[config.mk]
export PLATFORM = sky130hd
export DESIGN_NAME = sig_stim
export DESIGN_NICKNAME = d
export VERILOG_FILES = /design/src/rtl/sig_stim.sv
export SDC_FILE = /design/constraint.sdc
export NUM_CORES = 1
export LEC_CHECK = 0
export CAP_MARGIN = 25
export CORE_UTILIZATION = 35
export CTS_CLUSTER_DIAMETER = 100
export CTS_CLUSTER_SIZE = 12
export DETAILED_ROUTE_END_ITERATION = 16
export PLACE_DENSITY_LB_ADDON = 0.2
export REMOVE_ABC_BUFFERS = 1
export SYNTH_ARGS = -nofsm -noshare
export SYNTH_HDL_FRONTEND = slang
export SYNTH_SLANG_ARGS = --single-unit
[constraint.sdc]
create_clock -name clk -period 2.6 [get_ports clk]
set_input_delay 0.52 -clock clk [delete_from_list [all_inputs] [get_ports clk]]
set_output_delay 0.52 -clock clk [all_outputs]
set_load 0.005 [all_outputs]
[src/rtl/sig_stim.sv]
// rtl/sig_stim.sv - signature-analyzer probe stimulus generator (start/clock/data/stop bursts).
// Optional macro SIG_STIM_EXPECT_EN adds a 16-bit expected-signature model on exp_sig.
module sig_stim #(
    parameter int MAX_BITS = 32,
    parameter int DIV_W    = 8
) (
    input  logic                clk,
    input  logic                reset,
    input  logic                go,
    input  logic                abort,
    input  logic [MAX_BITS-1:0] pattern,
    input  logic [5:0]          length,
    input  logic [DIV_W-1:0]    div,
    output logic                sa_clk,
    output logic                sa_start,
    output logic                sa_stop,
    output logic                sa_data,
    output logic                busy,
    output logic                done,
    output logic [15:0]         exp_sig
);

    typedef enum logic [2:0] {
        IDLE  = 3'd0,
        LEAD  = 3'd1,
        SHIFT = 3'd2,
        TRAIL = 3'd3,
        FIN   = 3'd4
    } state_t;

    localparam logic [5:0] MAX_LEN = 6'(MAX_BITS);

    state_t              state;
    logic [DIV_W-1:0]    div_r;
    logic [DIV_W-1:0]    div_cnt;
    logic [5:0]          len_r;
    logic [5:0]          bit_cnt;
    logic [MAX_BITS-1:0] pat_r;

    logic [5:0] len_clamped;
    logic       phase_end;
    logic       start_burst;

    assign len_clamped = (length > MAX_LEN) ? MAX_LEN : length;
    assign phase_end   = (div_cnt == div_r);
    assign start_burst = (state == IDLE) && go && !abort;

    // Period = low phase then high phase, each div_r+1 clocks. All data
    // outputs update together with the falling edge of sa_clk, so they are
    // settled long before the analyzer samples on the rising edge.
    always_ff @(posedge clk or posedge reset) begin
        if (reset) begin
            state    <= IDLE;
            div_r    <= '0;
            div_cnt  <= '0;
            len_r    <= '0;
            bit_cnt  <= '0;
            pat_r    <= '0;
            sa_clk   <= 1'b0;
            sa_start <= 1'b0;
            sa_stop  <= 1'b0;
            sa_data  <= 1'b0;
            busy     <= 1'b0;
            done     <= 1'b0;
        end else if (abort && (state != IDLE)) begin
            state    <= IDLE;
            div_cnt  <= '0;
            bit_cnt  <= '0;
            sa_clk   <= 1'b0;
            sa_start <= 1'b0;
            sa_stop  <= 1'b0;
            sa_data  <= 1'b0;
            busy     <= 1'b0;
            done     <= 1'b0;
        end else begin
            case (state)
                IDLE: begin
                    sa_clk   <= 1'b0;
                    sa_start <= 1'b0;
                    sa_stop  <= 1'b0;
                    sa_data  <= 1'b0;
                    done     <= 1'b0;
                    busy     <= 1'b0;
                    div_cnt  <= '0;
                    bit_cnt  <= '0;
                    if (start_burst) begin
                        state    <= LEAD;
                        div_r    <= div;
                        len_r    <= len_clamped;
                        pat_r    <= pattern;
                        busy     <= 1'b1;
                        sa_start <= 1'b1;
                    end
                end

                LEAD, SHIFT, TRAIL: begin
                    if (!phase_end) begin
                        div_cnt <= div_cnt + DIV_W'(1);
                    end else begin
                        div_cnt <= '0;
                        if (!sa_clk) begin
                            sa_clk <= 1'b1;
                        end else begin
                            sa_clk <= 1'b0;
                            case (state)
                                LEAD: begin
                                    sa_start <= 1'b0;
                                    if (len_r == 6'd0) begin
                                        state   <= TRAIL;
                                        sa_stop <= 1'b1;
                                        sa_data <= 1'b0;
                                    end else begin
                                        state   <= SHIFT;
                                        sa_data <= pat_r[0];
                                        pat_r   <= pat_r >> 1;
                                        bit_cnt <= 6'd1;
                                    end
                                end
                                SHIFT: begin
                                    if (bit_cnt == len_r) begin
                                        state   <= TRAIL;
                                        sa_stop <= 1'b1;
                                        sa_data <= 1'b0;
                                    end else begin
                                        sa_data <= pat_r[0];
                                        pat_r   <= pat_r >> 1;
                                        bit_cnt <= bit_cnt + 6'd1;
                                    end
                                end
                                default: begin
                                    state   <= FIN;
                                    sa_stop <= 1'b0;
                                    sa_data <= 1'b0;
                                    busy    <= 1'b0;
                                    done    <= 1'b1;
                                end
                            endcase
                        end
                    end
                end

                FIN: begin
                    state <= IDLE;
                    done  <= 1'b0;
                end

                default: begin
                    state <= IDLE;
                    busy  <= 1'b0;
                    done  <= 1'b0;
                end
            endcase
        end
    end

`ifdef SIG_STIM_EXPECT_EN
    logic [15:0] sig;
    logic        sig_tick;

    // One update per analyzer sampling edge inside the data field.
    assign sig_tick = (state == SHIFT) && phase_end && !sa_clk && !abort;

    always_ff @(posedge clk or posedge reset) begin
        if (reset) begin
            sig <= 16'h0000;
        end else if (start_burst) begin
            sig <= 16'h0000;
        end else if (sig_tick) begin
            sig <= {sig[14:0], sa_data ^ sig[6] ^ sig[8] ^ sig[11] ^ sig[15]};
        end
    end

    assign exp_sig = sig;
`else
    assign exp_sig = 16'h0000;
`endif

endmodule
**Clock distribution**

Bar = 20 µm.
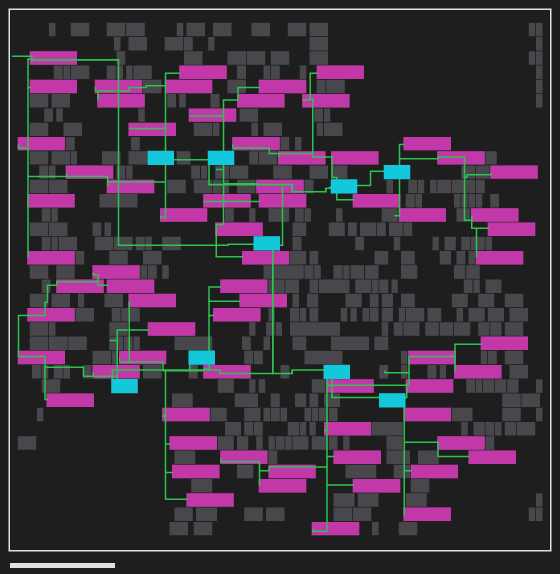
legend:
  cells driving clock nets:
    color: cyan
    count: 9
  flip-flops:
    color: magenta
    count: 69
  clock wires:
    color: green
    length: 882 µm
flops lie: all over the die
routed clock nets: 10

**Routed metal, one color a layer**

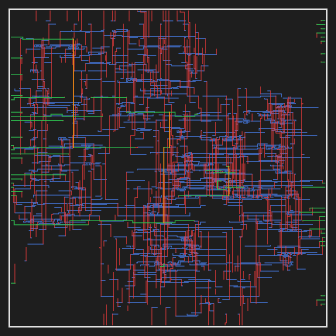
legend:
  met3:
    color: green
    wire_length: 400 µm
  met2:
    color: red
    wire_length: 3500 µm
  met4:
    color: orange
    wire_length: 80.9 µm
  met1:
    color: blue
    wire_length: 3330 µm

**M3 wires**

Bar = 20 µm.
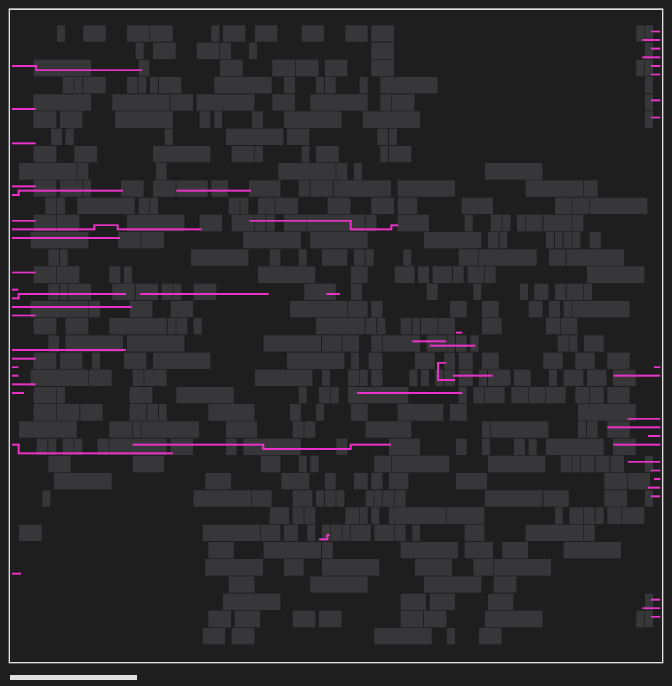
nets with wire on the layer: 50
share of all routed wire: 5.5%
wire length on this layer: 400 µm

==> results.cfg <==
; implementation run metrics
[sta]
relSlewSlack_pct = 65.5
finalHoldWorstSlack_ns = 0.485
final_hold_violation_count = 0
tightest_slew_ns = 0.515
clock_skew_ns = 0.0122
number_of_max_slew_violations_in_the_final_report = 0

[power]
internal_power_w = 0.00263
cellLeakagePower_nw = 1.94
pwr-share-clk_pct = 18.3
power.density_cell_area_mw_per_mm2 = 938
sequentialPowerShare_pct = 41.9

[clocking]
cts.sink_count = 69

[global_route]
grt_max_degree = 65
antenna_found_initial = 0

[status]
status = finished, final reports clean

[placement]
placedInstanceArea_mm2 = 0.00430

[floorplanning]
placementRows = 36
chipHeight_um = 103
floorplan.core_area_mm2 = 0.00982

[drt]
drt_first_pass_iters = 5
route.met2.wl_mm = 3.50
drt-wirelength-per-cell_um = 13.0
drt_drc_violations_left = 0

[synthesis]
yosysWarnings = 0
area_of_the_mapped_netlist_mm2 = 0.00357
synth_area_per_cell_um2 = 9.76
netlist.area_leader.share_pct = 48.4
synth-cells-yosys = 366
ys_top_cells_by_count = sky130_fd_sc_hd__dfrtp_1 (69), sky130_fd_sc_hd__nand2_1 (62), sky130_fd_sc_hd__o21ai_0 (54)

[cells_and_area]
final.fill_count = 986
largest_reg_flops = 32

[hold_path]
holdPathEnd = pat_r[1]

[worst_setup_path]
worstReg2RegStart = div_cnt[2]
rrSetupSlack_ns = 0.47
**The metal 2 layer**

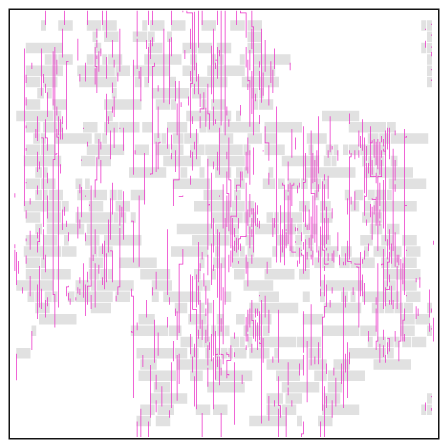
nets with wire on the layer: 397
share of all routed wire: 48%
longest straight run: 41.0 µm
main direction: vertical
wire length on this layer: 3500 µm

**Routing congestion map**

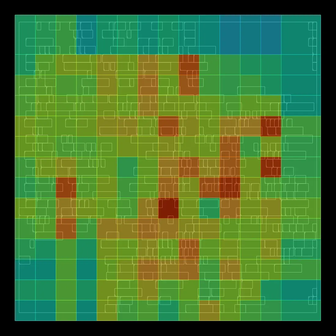
Finished Core Util: 45.6%
met2 layer usage reported by global route: 25.9%
fraction of met3 tracks used by global routing: 5.83%
met1 Use GR: 18.8%

power groups by stage:
stage               sequential [W]  combinational, W  clock (W)
CTS                        0.00177           0.00170   0.000807
floorplan                  0.00171           0.00122          0
global route               0.00182           0.00190   0.000854
finish                     0.00176           0.00167   0.000770
detailed placement         0.00179           0.00169          0
global placement           0.00178           0.00165          0
cells by family (layout without fill, tap and decap cells):
kind of cell               after synthesis  count (layout)
AOI/OAI and AO/OA                       83              83
xor gates and xnor gates                19              19
adders and majority gates                2               2
buffers and inverters                   38              88
DFF                                     69              69
muxes                                   41              41
other                                    1              16
and+or+nand+nor                        113             113
stage by stage:
stage	setup slack (ns)	std cells	util [%]	total power, W	setup TNS, ns
floorplan	-0.734	349	-	0.00293	-23.40
global placement	0.261	548	43.8	0.00343	0
detailed placement	0.176	548	43.8	0.00348	0
CTS	0.471	564	45.6	0.00427	0
global route	0.300	564	45.6	0.00458	0
finish	0.470	564	45.6	0.00420	0
worst max-delay path: stages (launching register included):
cell and delay, ns:
sky130_fd_sc_hd__dfrtp_1 0.45, sky130_fd_sc_hd__xnor2_1 0.16, sky130_fd_sc_hd__nand4_1 0.27, sky130_fd_sc_hd__o31ai_4 0.35, sky130_fd_sc_hd__o21ai_2 0.20, sky130_fd_sc_hd__or4_1 0.51
sky130_fd_sc_hd__o211ai_1 0.10
routing by layer:
metal	GRT usage (%)	vias up
met1	18.8	1290
met4	4.01	0
li1	-	1356
met5	0	-
met2	25.9	64
met3	5.83	8
layout make-up:
cell class / instances / area, µm² / area share [%]
flip-flops and latches: 69 / 1730 / 38.6
inverters: 6 / 22.5 / 0.503
clock inverters: 7 / 51.3 / 1.15
well taps: 133 / 166 / 3.72
clock buffers: 9 / 124 / 2.77
repair buffers: 66 / 671 / 15.0
multi-input cells: 274 / 1710 / 38.3
Power and IR drop assume default switching activity.
